$ cat config.mk
export PLATFORM = sky130hd
export DESIGN_NAME = cm0_acg_ctrl
export DESIGN_NICKNAME = d
export VERILOG_FILES = /design/src/rtl/cm0_acg_ctrl.sv
export SDC_FILE = /design/constraint.sdc
export NUM_CORES = 1
export LEC_CHECK = 0
export CORE_MARGIN = 4
export CORE_UTILIZATION = 35
export CTS_CLUSTER_SIZE = 24
export DETAILED_ROUTE_END_ITERATION = 12
export SYNTH_ARGS = -nofsm -noshare
export SYNTH_HDL_FRONTEND = slang
export SYNTH_SLANG_ARGS = --single-unit
export TNS_END_PERCENT = 10
$ cat constraint.sdc
create_clock -name hclk -period 4.8 [get_ports hclk]
set_input_delay 1.2 -clock hclk [delete_from_list [all_inputs] [get_ports hclk]]
set_output_delay 1.2 -clock hclk [all_outputs]
set_load 0.02 [all_outputs]
$ cat src/rtl/cm0_acg_ctrl.sv
// cm0_acg_ctrl: multi-channel clock-gate controller with hold-off hysteresis, force-on, idle flag and gated-cycle stats.
module cm0_acg_ctrl #(
  parameter int NCH    = 3,
  parameter int HOLD_W = 4,
  parameter int CNT_W  = 16,
  parameter int CBAW   = 0,
  parameter int ACG    = 1
) (
  input  logic              hclk,
  input  logic              hreset,
  input  logic              SE,
  input  logic              force_on_i,
  input  logic [NCH-1:0]    ch_en_i,
  input  logic [HOLD_W-1:0] hold_cfg_i,
  output logic [NCH-1:0]    ch_clk_o,
  output logic [NCH-1:0]    ch_gate_en_o,
  output logic              all_idle_o,
  input  logic [3:0]        stat_sel_i,
  input  logic              stat_clr_i,
  output logic [CNT_W-1:0]  stat_cnt_o
);
  typedef enum logic [1:0] {OFF, ON, HOLD} state_e;
  state_e            state_q [NCH];
  state_e            state_d [NCH];
  logic [HOLD_W-1:0] hold_q [NCH];
  logic [HOLD_W-1:0] hold_d [NCH];
  logic [CNT_W-1:0]  cnt_q [NCH];
  logic [CNT_W-1:0]  cnt_d [NCH];
  logic [CNT_W-1:0]  stat_q, stat_d;
  logic              all_idle_q, all_idle_d;
  always_comb begin
    all_idle_d = ~(force_on_i | SE | (|ch_en_i));
    stat_d     = '0;
    for (int i = 0; i < NCH; i++) begin
      state_d[i] = state_q[i];
      hold_d[i]  = hold_q[i];
      if (ch_en_i[i]) begin
        state_d[i] = ON;
        hold_d[i]  = '0;
      end else if (state_q[i] == ON) begin
        state_d[i] = (hold_cfg_i != '0) ? HOLD : OFF;
        hold_d[i]  = hold_cfg_i;
      end else if (state_q[i] == HOLD) begin
        state_d[i] = (hold_q[i] == HOLD_W'(1)) ? OFF : HOLD;
        hold_d[i]  = hold_q[i] - HOLD_W'(1);
      end
      ch_gate_en_o[i] = ch_en_i[i] | (state_q[i] != OFF) | force_on_i | SE;
      all_idle_d      = all_idle_d & (state_q[i] == OFF);
      // clear beats increment; the counter sticks at all-ones
      cnt_d[i] = (stat_clr_i && stat_sel_i == 4'(i)) ? '0 :
                 (!ch_gate_en_o[i] && !(&cnt_q[i])) ? cnt_q[i] + CNT_W'(1) : cnt_q[i];
      stat_d   = (stat_sel_i == 4'(i)) ? cnt_d[i] : stat_d;
    end
  end
  always_ff @(posedge hclk) begin
    if (hreset) begin
      for (int i = 0; i < NCH; i++) begin
        state_q[i] <= OFF;
        hold_q[i]  <= '0;
        cnt_q[i]   <= '0;
      end
      stat_q     <= '0;
      all_idle_q <= 1'b1;
    end else begin
      state_q    <= state_d;
      hold_q     <= hold_d;
      cnt_q      <= cnt_d;
      stat_q     <= stat_d;
      all_idle_q <= all_idle_d;
    end
  end
  assign stat_cnt_o = stat_q;
  assign all_idle_o = all_idle_q;
  for (genvar g = 0; g < NCH; g++) begin : g_acg
    cm0_acg #(.ACG(ACG), .CBAW(CBAW)) u_acg (
      .CLKIN  (hclk),
      .ENABLE (ch_gate_en_o[g]),
      .SE     (SE),
      .CLKOUT (ch_clk_o[g])
    );
  end
endmodule

// cm0_acg: latch-based clock gate; ACG=0 passes the clock, CBAW!=0 uses a plain AND gate model.
module cm0_acg #(
  parameter int ACG  = 1,
  parameter int CBAW = 0
) (
  input  logic CLKIN,
  input  logic ENABLE,
  input  logic SE,
  output logic CLKOUT
);
  logic en_l;
  always_latch if (!CLKIN) en_l = ENABLE | SE;
  assign CLKOUT = (ACG == 0) ? CLKIN : CLKIN & ((CBAW != 0) ? (ENABLE | SE) : en_l);
endmodule
### Placed cells, one color a class

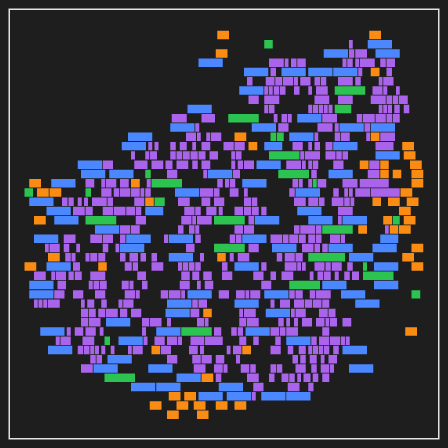
legend:
  other buffers and delay cells:
    color: orange
    cells: 53
    share_of_their_area: 8.7%
  combinational and other logic:
    color: purple
    cells: 453
    share_of_their_area: 53%
  clock drivers and dummy loads:
    color: green
    cells: 27
    share_of_their_area: 7.9%
  flip-flops and latches:
    color: blue
    cells: 86
    share_of_their_area: 31%

### Sizing map

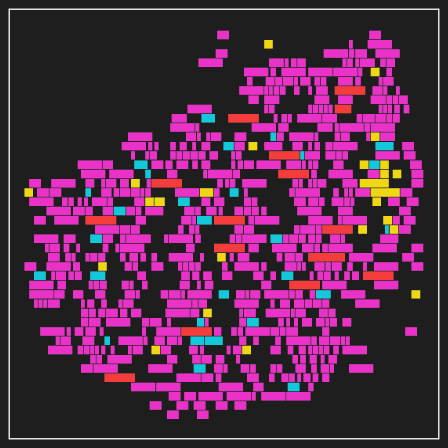
legend:
  _6 and larger:
    color: red
    cells: 15
    most_used: clkbuf_16
  _2 cells:
    color: cyan
    cells: 28
    most_used: o21ba_2
  _0 and _1 cells:
    color: magenta
    cells: 551
    most_used: dfxtp_1
  _3 and _4 cells:
    color: yellow
    cells: 25
    most_used: buf_4

==> results.cfg <==
; generated from flow reports
[yosys]
ys.flop_type = sky130_fd_sc_hd__dfxtp_1
ys_async_sr_fraction_pct = 0
synth.largest_area_cell = sky130_fd_sc_hd__dfxtp_1
post_synth_edffs = 0
top_cells_by_instance_count_after_synthesis = 83 x sky130_fd_sc_hd__dfxtp_1, 55 x sky130_fd_sc_hd__nor2_1, 39 x sky130_fd_sc_hd__a21oi_1
number_of_standard_cells_reported_by_yosys = 574
ys_warn_count = 0
syn-cell-area_sq_mm = 0.004843

[outcome]
run_status = finished, final reports clean

[cells_and_area]
areaGrowthSynthToFinish_pct = 19.92
fillers = 1329

[placed_design]
hpwlAfterDp_um = 9868
finalWeightedCongestion = 0.8629
place.port_buffers = 38

[run]
max_cap_violations = 0
tool_warnings = 41

[grt]
globalRouteTotalUtil_pct = 17.52
largest_net_degree_at_the_start_of_global_routing = 28

[hold_path]
hold_start = hold_q[5]

[floorplanning]
die_height_um = 125.6
placeableCoreArea_sq_mm = 0.01340
floorplanUtilization_pct = 36.14
die_width_um = 125.6

[clock_network]
clkSlewWorstSetupHoldPaths_ns = 0.06
cts_setup_buffers = 0

[pwr]
p_per_area_mw_per_mm2 = 327.2

[detailed_routing]
wl_per_cell_um = 17.30

[setup_path]
cp_max_fo = 1
### Congestion heat map

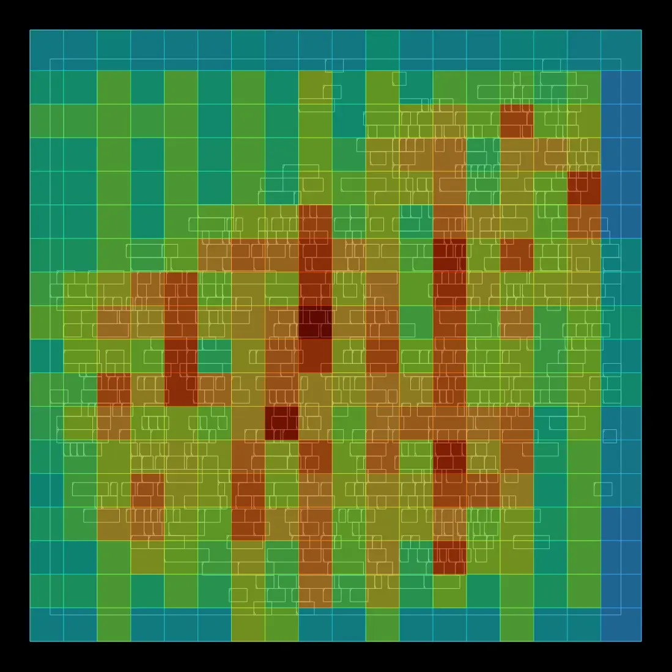
utilization after layout: 43.34%
GR Util met2: 26.56%
met1 demand-to-capacity share in global routing: 22.89%

==> state kept, by name (all words and copies together) (netlist names) <==
| name | count |
|---|---|
| state_q | 6 |
| stat_cnt_o | 16 |
| cnt_q | 48 |
| hold_q | 12 |
| all_idle_o | 1 |
| g_acg.u_acg.en_l | 3 |
==> cells by family (layout without fill, tap and decap cells) <==
| family | Yosys count | in the layout | synth area share (%) |
|---|---|---|---|
| AND/OR/NAND/NOR | 228 | 228 | 26.38 |
| AND-OR/OR-AND | 153 | 153 | 22.24 |
| flip-flops | 83 | 83 | 34.31 |
| buffers and inverters | 60 | 105 | 5.786 |
| adder cells (fa/ha/maj) | 18 | 18 | 4.650 |
| multiplexers | 16 | 16 | 3.358 |
| XOR/XNOR | 13 | 13 | 2.351 |
| latches | 3 | 3 | 0.9299 |
==> worst max-delay path by stage <==
stage | startpoint | to | slack (ns) | cells after the start
after global placement | g_acg[2].u_acg.en_l | ch_clk_o[2] | 0.14 | 2
after CTS | g_acg[0].u_acg.en_l | ch_clk_o[0] | 0.003 | 2
after floorplan | ch_en_i[1] | g_acg[1].u_acg.en_l | 0.40 | 3
final | g_acg[1].u_acg.en_l | ch_clk_o[1] | 0.05 | 2
after detailed placement | g_acg[1].u_acg.en_l | ch_clk_o[1] | 0.14 | 2
after global routing | g_acg[2].u_acg.en_l | ch_clk_o[2] | 0.007 | 2
==> metal layers <==
metal,routed length [um],vias up,GRT usage (%)
li1,-,2242,-
met1,6470,2192,22.89
met2,6195,138,26.56
met3,729,36,5.334
met4,355,0,8.099
met5,0,-,0
==> metrics by stage <==
| stage | setup WS [ns] | utilization [%] | cell area (sq um) |
|---|---|---|---|
| after floorplan | 0.3966 | - | 4843 |
| after global placement | 0.1433 | 40.42 | 5416 |
| after detailed placement | 0.1392 | 40.42 | 5416 |
| after CTS | 0.002589 | 43.32 | 5806 |
| after global routing | 0.006821 | 43.34 | 5808 |
| final | 0.05420 | 43.34 | 5808 |
==> tightest hold or removal path, delay by kind of cell, from the launching register on <==
kind | cells | cell delay, ns
compound gates | 1 | 0.06
simple gates | 1 | 0.08
flops | 1 | 0.32
==> report_power, final <==
part | internal, mW | switching [mW]
combinational | 0.0768 | 0.0979
sequential | 0.721 | 0.0115
clock | 0.608 | 0.386
==> layout make-up <==
cell class | instances | area (sq um) | area share (%)
Clock buffer | 19 | 369.1 | 6.355
Clock inverter | 5 | 50.05 | 0.8617
Inverter | 28 | 105.1 | 1.810
Multi-Input combinational cell | 428 | 2872 | 49.44
Sequential cell | 86 | 1707 | 29.38
Tap cell | 176 | 220.2 | 3.791
Timing Repair Buffer | 53 | 485.5 | 8.358
==> what timing repair did <==
action	CTS	global route
gates resized	15	1
hold buffers	0	0
setup endpoints to repair	6	2
